==> images/detail.png <==
Scale bar: 10 µm. Region (34, 34) to (64, 64) µm. Cells in gray, sequential cells in the stronger gray; small squares are vias.
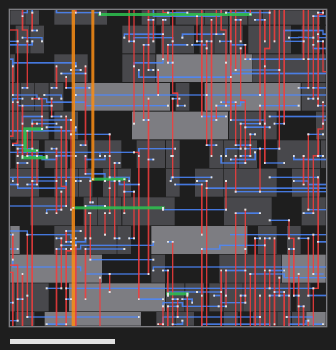
==> images/wires.png <==
Two of the layers only.
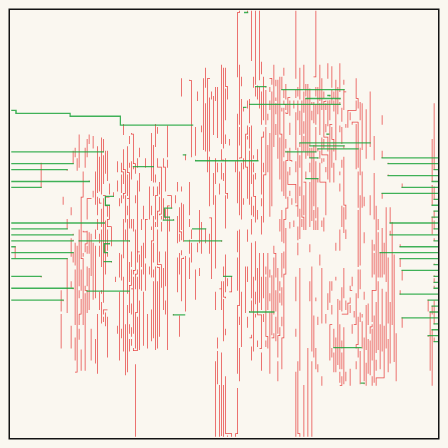
**config.mk**
```make
export PLATFORM = sky130hd
export DESIGN_NAME = hazard_ctrl
export DESIGN_NICKNAME = d
export VERILOG_FILES = /design/src/rtl/hazard_pkg.sv /design/src/rtl/sat_counter.sv /design/src/rtl/hazard_ctrl.sv
export SDC_FILE = /design/constraint.sdc
export NUM_CORES = 1
export LEC_CHECK = 0
export ABC_AREA = 1
export CORE_MARGIN = 10
export CORE_UTILIZATION = 48
export DETAILED_ROUTE_END_ITERATION = 12
export GPL_TIMING_DRIVEN = 1
export HOLD_SLACK_MARGIN = 0.03
export PLACE_DENSITY = 0.9
export SLEW_MARGIN = 40
export SYNTH_ARGS = -nofsm -noshare
export SYNTH_HDL_FRONTEND = slang
export SYNTH_HIERARCHICAL = 1
export SYNTH_SLANG_ARGS = --single-unit
```
**constraint.sdc**
```tcl
create_clock -name clk -period 1.7 [get_ports clk]
set_input_delay 0.34 -clock clk [delete_from_list [all_inputs] [get_ports clk]]
set_output_delay 0.34 -clock clk [all_outputs]
set_load 0.02 [all_outputs]
```
**src/rtl/hazard_pkg.sv**
```systemverilog
// Shared encodings for the pipeline hazard controller: FSM states, opcodes, field slices.
// Latency: n/a (types and constants only).
// Backpressure: n/a.
package hazard_pkg;

    // Debug class of the previous cycle, as shown on the state output
    typedef enum logic [1:0] {
        ST_RUN    = 2'd0,
        ST_STALL  = 2'd1,
        ST_FLUSH  = 2'd2,
        ST_FREEZE = 2'd3
    } state_e;

    localparam logic [5:0] OP_RTYPE = 6'h00;
    localparam logic [5:0] OP_SW    = 6'h2B;
    localparam logic [5:0] OP_BEQ   = 6'h04;
    localparam logic [5:0] OP_BNE   = 6'h05;

    localparam int OPC_HI = 31;
    localparam int OPC_LO = 26;
    localparam int RS_HI  = 25;
    localparam int RS_LO  = 21;
    localparam int RT_HI  = 20;
    localparam int RT_LO  = 16;

    // rt is a true source only for R-type, stores and the two compare-branches;
    // for loads/immediates it is the destination and must not raise a hazard
    function automatic logic uses_rt(input logic [5:0] opc);
        return (opc == OP_RTYPE) || (opc == OP_SW) ||
               (opc == OP_BEQ)   || (opc == OP_BNE);
    endfunction

endpackage

```
**src/rtl/sat_counter.sv**
```systemverilog
// Saturating event counter: counts inc pulses, sticks at all ones.
// Latency: count visible one clock after the inc cycle.
// Backpressure: none; inc is sampled every cycle.
module sat_counter #(
    parameter int W = 16
) (
    input  logic         clk,
    input  logic         rst,
    input  logic         inc,
    output logic [W-1:0] cnt
);

    logic [W-1:0] r_cnt;

    // Count up on inc, hold once every bit is set
    always_ff @(posedge clk or posedge rst) begin
        if (rst) begin
            r_cnt <= '0;
        end else if (inc && (r_cnt != {W{1'b1}})) begin
            r_cnt <= r_cnt + 1'b1;
        end
    end

    assign cnt = r_cnt;

endmodule

```
**src/rtl/hazard_ctrl.sv**
```systemverilog
// Pipeline hazard/sequencing controller: load-use stall, branch flush, dmem freeze, watchdog.
// Latency: controls are combinational (zero-cycle); state/counters/timeout update on the next edge.
// Backpressure: dmem_busy freezes the whole pipe and overrides every other request.
module hazard_ctrl
    import hazard_pkg::*;
#(
    parameter int CNT_W    = 16,
    parameter int MAX_WAIT = 64
) (
    input  logic             clk,
    input  logic             rst,
    input  logic [31:0]      id_instr,
    input  logic             ex_mem_read,
    input  logic [4:0]       ex_rt,
    input  logic             ex_branch_taken,
    input  logic             dmem_busy,
    output logic             pc_write,
    output logic             pc_sel_branch,
    output logic             ifid_write,
    output logic             ifid_flush,
    output logic             idex_flush,
    output logic             pipe_freeze,
    output logic [1:0]       state,
    output logic [CNT_W-1:0] stall_cnt,
    output logic [CNT_W-1:0] flush_cnt,
    output logic             mem_timeout
);

    localparam int WAIT_W = $clog2(MAX_WAIT + 1);

    logic [5:0]        w_opc;
    logic [4:0]        w_rs;
    logic [4:0]        w_rt;
    logic              w_load_use;
    logic              w_unused_imm;
    state_e            w_cls;
    state_e            r_state;
    logic [WAIT_W-1:0] r_wait_cnt;
    logic              r_mem_timeout;

    assign w_opc        = id_instr[OPC_HI:OPC_LO];
    assign w_rs         = id_instr[RS_HI:RS_LO];
    assign w_rt         = id_instr[RT_HI:RT_LO];
    assign w_unused_imm = ^id_instr[15:0];

    // rs is always a source; a $zero destination never creates a dependency
    assign w_load_use = ex_mem_read && (ex_rt != 5'd0) &&
                        ((w_rs == ex_rt) || (uses_rt(w_opc) && (w_rt == ex_rt)));

    // Classify this cycle: memory freeze beats branch beats load-use
    always_comb begin
        w_cls = ST_RUN;
        if (dmem_busy) begin
            w_cls = ST_FREEZE;
        end else if (ex_branch_taken) begin
            w_cls = ST_FLUSH;
        end else if (w_load_use) begin
            w_cls = ST_STALL;
        end
    end

    // Drive pipeline controls from the class; everything is held low during reset
    always_comb begin
        pc_write      = 1'b0;
        pc_sel_branch = 1'b0;
        ifid_write    = 1'b0;
        ifid_flush    = 1'b0;
        idex_flush    = 1'b0;
        pipe_freeze   = 1'b0;
        if (!rst) begin
            unique case (w_cls)
                ST_FREEZE: begin
                    pipe_freeze = 1'b1;
                end
                ST_FLUSH: begin
                    pc_write      = 1'b1;
                    pc_sel_branch = 1'b1;
                    ifid_write    = 1'b1;
                    ifid_flush    = 1'b1;
                    idex_flush    = 1'b1;
                end
                ST_STALL: begin
                    idex_flush = 1'b1;
                end
                default: begin
                    pc_write   = 1'b1;
                    ifid_write = 1'b1;
                end
            endcase
        end
    end

    // Record the class for debug and run the dmem watchdog (sticky until reset)
    always_ff @(posedge clk or posedge rst) begin
        if (rst) begin
            r_state       <= ST_RUN;
            r_wait_cnt    <= '0;
            r_mem_timeout <= 1'b0;
        end else begin
            r_state <= w_cls;
            if (dmem_busy) begin
                if (r_wait_cnt != WAIT_W'(MAX_WAIT)) begin
                    r_wait_cnt <= r_wait_cnt + WAIT_W'(1);
                end
                if (r_wait_cnt >= WAIT_W'(MAX_WAIT - 1)) begin
                    r_mem_timeout <= 1'b1;
                end
            end else begin
                r_wait_cnt <= '0;
            end
        end
    end

    // Freeze cycles and load-use bubbles both count as lost cycles
    sat_counter #(.W(CNT_W)) u_stall_cnt (
        .clk (clk),
        .rst (rst),
        .inc ((w_cls == ST_STALL) || (w_cls == ST_FREEZE)),
        .cnt (stall_cnt)
    );

    sat_counter #(.W(CNT_W)) u_flush_cnt (
        .clk (clk),
        .rst (rst),
        .inc (w_cls == ST_FLUSH),
        .cnt (flush_cnt)
    );

    assign state       = r_state;
    assign mem_timeout = r_mem_timeout;

endmodule
```
==> README.md <==
| Item | Value |
|:---|:---|
| Run status | complete, but fails checks |
| Hold-fix buffers at CTS | 0 |
| Post-Syn Area | 2932 µm² |
| Path type of the worst setup path | in -> out |
| Final setup violation count | 7 |
| CTS tree | built |
| Area growth, synth to finish | 35.30% |
| Worst-case vdd ir drop | 611.8 µV |
| TritonCTS Buffers | 5 |
| Port Buf Inserts | 66 |
| Launching instance or port of the critical path | id_instr[16] |
| Count of vias placed by the detailed router | 2987 |
| Main synth FF type | sky130_fd_sc_hd__dfrtp_1 |
| Reg-to-reg endpoint | u_flush_cnt/cnt[11]$_DFFE_PP0P_ |
| Most prevalent standard cell on the critical path | sky130_fd_sc_hd__nand2_1 |
| Final setup slack of the worst path | -152.4 ps |
| Capturing element of the worst setup path | ifid_write |
| Violations in the final reports | negative setup slack |
| Number of nets in the layout | 555 |
| Most common logic cells in the final layout | sky130_fd_sc_hd__nand2_1 (140), sky130_fd_sc_hd__inv_1 (46), sky130_fd_sc_hd__dfrtp_1 (42) |
| Post-CTS Resized | 155 |
| Die footprint | 9633 µm² |
| I/O Pins | 83 |
## Picture notes: detail.png
- orange: metal 4
- green: metal 3
- blue: metal 1
- red: metal 2
- sequential cells in the window: 8
- most frequent: nand2_1 (15), inv_1 (9)
- netlist names of flops here include: u_flush_cnt/cnt (4), u_stall_cnt/cnt (3)
- cells with their middle in the window: 88

## Picture notes: wires.png
- green: metal 3 (wire length 567 µm)
- red: metal 2 (wire length 4080 µm)

per-layer routing:
metal  global-route usage  vias to the layer above  routed length [µm]
li1                     -                     1476                   -
met1               0.1846                     1399                3506
met2               0.2787                       99                4079
met3              0.05497                       13                 566
met4              0.04300                        0                 108
met5                    0                        -                   0
power by group:
group | total [mW] | internal, mW | switching [mW] | leakage, nW
Combinational | 1.24 | 0.516 | 0.723 | 1.41
Clock | 0.791 | 0.433 | 0.358 | 0.0579
Sequential | 1.35 | 1.15 | 0.204 | 0.545
logic make-up after synthesis:
family                   synth area share
AND/OR/NAND/NOR                    0.4230
AND-OR/OR-AND                     0.06359
XOR/XNOR                          0.03884
buffers and inverters             0.09475
flip-flops                         0.3585
adder cells (fa/ha/maj)           0.02134
Power is estimated from default activity; no workload was simulated.
